Design prog_imem, sky130hd; sources not shown.
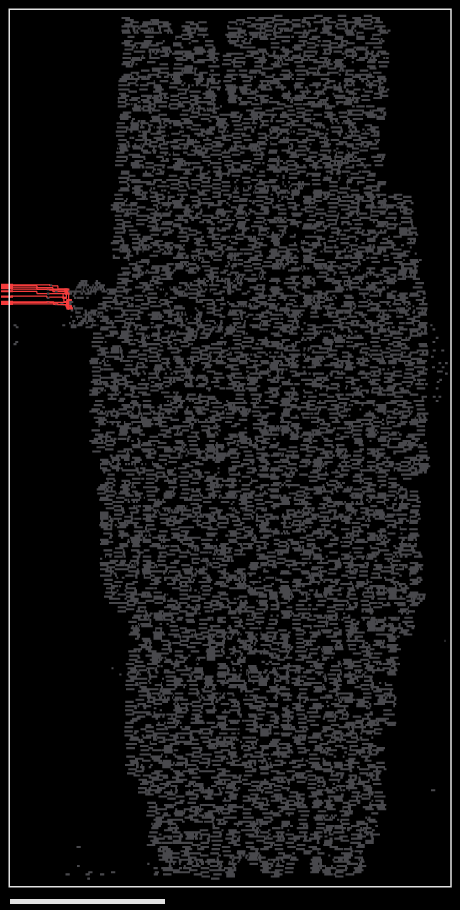
(wires at chosen ports, followed through buffers)
Bar = 200 um.
color	port	bits	direction	edge	end cells	wire
red	ld_len	9	input	west	18	768 um
# port buffers: 57
Ports: 59

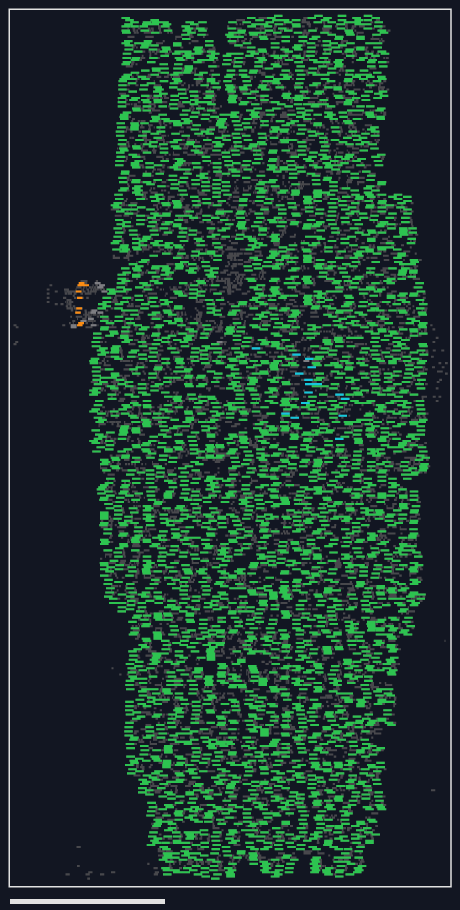
(where the registers sit)
Bar = 200 um. Other sequential cells in the stronger gray, the rest of the logic in the fainter gray.
color	name in the netlist	flops
cyan	u_ram.rdata	16
orange	ld_last	9
green	u_ram.mem	4096
not colored	14
P_seq: 40700 uW
flop share of the area: 64.6%
final core occ: 30.3%
FF+latch area: 124000 sq um

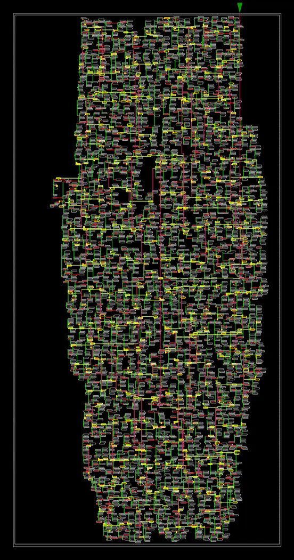
(clock wiring as the flow saved it)
CLK BUF: 445
total CTS buffers: 372
Clock Power: 31100 uW

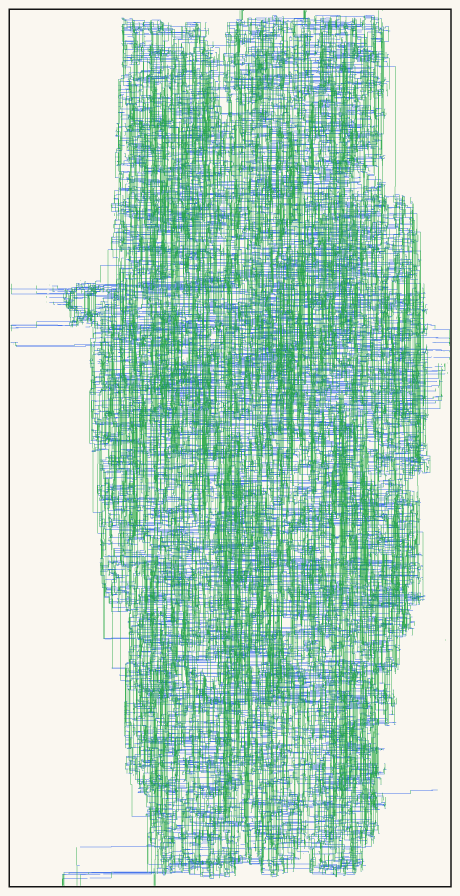
(signal wires by layer)
Two of the layers only.
color	layer	wire length
blue	metal 1	198 mm
green	metal 2	314 mm
WL per Instance: 30.3 um
drt total wl: 554000 um
GRT Total Usage: 16.7%
total number of vias: 83972

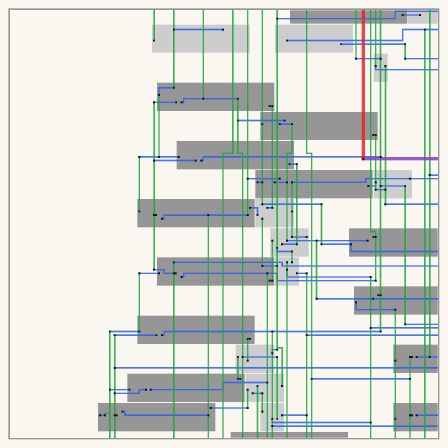
(layout detail)
Window x 122 to 162, y 829 to 869 um. Cells in gray, sequential cells in the stronger gray; small squares are vias.
color	layer
red	metal 4
blue	metal 1
purple	metal 3
green	metal 2
most frequent	edfxtp_1 (11), mux2i_1 (5), o22ai_1 (2)
sequential cells in the window	11
cells with their middle in the window	21

==> flow_metrics.tcl <==
# metrics dict for downstream scripts
set metrics [dict create \
    p_int_uw 60100 \
    outcome "finished with violations" \
    reg2reg_depth 10 \
    max_clock_freq_mhz 213 \
    die_area_sq_um 644000 \
    pre_cts_ws_ns -1.41 \
    fp_util_pct 25.1 \
    ys.flop_type "edfxtp_1" \
    synthAoiAreaFrac_pct 6.01 \
    largest_register_ff_count 4096 \
    p_leak_uw 0.0630 \
    crit_type "flop to flop" \
    syn_avg_cell_area_sq_um 18.6 \
    sequentialPowerShare_pct 52.0 \
    max_cap_viol_count 0 \
    finalSetupViolCount 1 \
    grt_pass1_vias 87915 \
    drive_gt1_share_pct 18.6 \
    critPathRequiredTime_ns 5.21 \
    path_buffers 4 \
    fin_nets 9672 \
    fin_ws_ns -0.00598 \
    clock-root-buffer "clkbuf_16" \
    drtPass1Iterations 5 \
    failed_checks "negative setup slack" \
    grt_pass1_wl_um 752000 \
    antenna_found_initial 41 \
    hold_violations 0 \
    ir_drop_v 0.000290 \
    path_delay_family "AND-OR/OR-AND gates" \
    die_w_um 569 \
    endpoint_kind "flop" \
    ys_seq_share_pct 78.2 \
    dpl.hpwl_um 377000 \
    power-top-group "sequential cells" \
    clk_path_buf_depth 4 \
    netSwitchingPower_uw 18300 \
    cp_slowest_cell "o41ai_1" \
    clock-sinks 4135 \
    yosys.area_share.simple_pct 1.08 \
]
==> per-stage QoR <==
step	TNS, ns	area [sq um]	hold slack (ns)	total power, uW
2_1_floorplan	0	159000	0.338	44500
3_3_place_gp	-17.31	179000	0.355	48200
3_5_place_dp	-14.88	179000	0.357	48200
4_1_cts	-0.0107	192000	0.0108	79400
5_1_grt	0	192000	0.0495	80800
6_report	-0.00598	192000	0.0804	78400
==> cells in the final DEF (no fill, tap or decap), types with 10 or more instances in the layout <==
cell / instances
buf_4: 941
nand2_2: 16
buf_8: 16
clkinvlp_4: 18
dfxtp_1: 22
clkbuf_1: 67
clkinv_2: 66
nand2_1: 29
bufinv_16: 40
nand4_1: 20
clkinv_4: 10
inv_6: 15
clkbuf_16: 378
o41ai_1: 204
o21ai_4: 10
diode_2: 16
nor2b_1: 17
xnor2_1: 16
edfxtp_1: 4112
a2111o_1: 16
a41oi_1: 38
nor2_1: 279
mux2i_1: 2051
buf_12: 243
clkinv_1: 71
o41ai_2: 50
o22ai_1: 1024
clkdlybuf4s50_1: 40
a41oi_2: 11
==> per-layer routing <==
metal	vias up	wire (um)
met5	-	37
met3	560	15900
met1	44578	198000
met4	6	25400
li1	37155	-
met2	1673	314000
==> final cells by class <==
type | count | area [sq um] | share of cell area (%)
antenna | 16 | 40.0 | 0.0209
clock buffer | 445 | 9710 | 5.06
clock inverter | 230 | 2320 | 1.21
inverter | 8 | 30.0 | 0.0157
multi-input combinational | 3866 | 32700 | 17.1
sequential | 4135 | 124000 | 64.6
tap | 8300 | 10400 | 5.42
timing repair buffer | 1247 | 12600 | 6.58
==> cell families after synthesis <==
group | after synthesis
compound gates | 1383
xor+xnor | 20
fa+ha+maj | 3
buf+inv | 540
flops | 4135
mux | 2053
other cells | 1
simple gates | 406
==> synth_stat cells, types with 2 or more instances <==
library cell     n  area [sq um]
a211oi_1         4          30.0
buf_2          159           796
nor2b_1         17           106
a2111o_1        16           180
o21ai_0          4          20.0
nor4_1           5          31.3
and3b_1          3          26.3
nor3b_1          3          22.5
edfxtp_1      4112        123000
and3_1           2          12.5
o22ai_1       1024          6410
o21ai_2          4          35.0
o41ai_1        256          2240
xor2_1           4          35.0
nor3_1           7          35.0
buf_6           36           405
inv_1            8          30.0
or2_2            6          37.5
a41oi_1         49           429
nor2_1         285          1070
o21ai_1          6          30.0
buf_1           31           116
nand2b_1         4          25.0
a311oi_1         4          35.0
clkbuf_1       272          1020
o21bai_1         2          15.0
dfxtp_1         23           460
mux2i_1       2051         20500
a32o_1           2          20.0
a21oi_1          6          30.0
nand3_1          4          20.0
buf_4           34           255
ha_1             3          37.5
a32oi_1          2          17.5
mux2_2           2          22.5
xnor2_1         16           140
nand4_1         20           125
and2_1           2          12.5
nand2_1         45           169
==> timing repair <==
| action | CTS | global route |
|---|---|---|
| setup endpoints to repair | 12 | 3 |
| cloned | 0 | 0 |
| hold buffers | 2 | 0 |
| hold endpoints to repair | 4 | 0 |
| resized | 24 | 3 |
| buffers inserted | 0 | 0 |
Power and IR drop assume default switching activity.
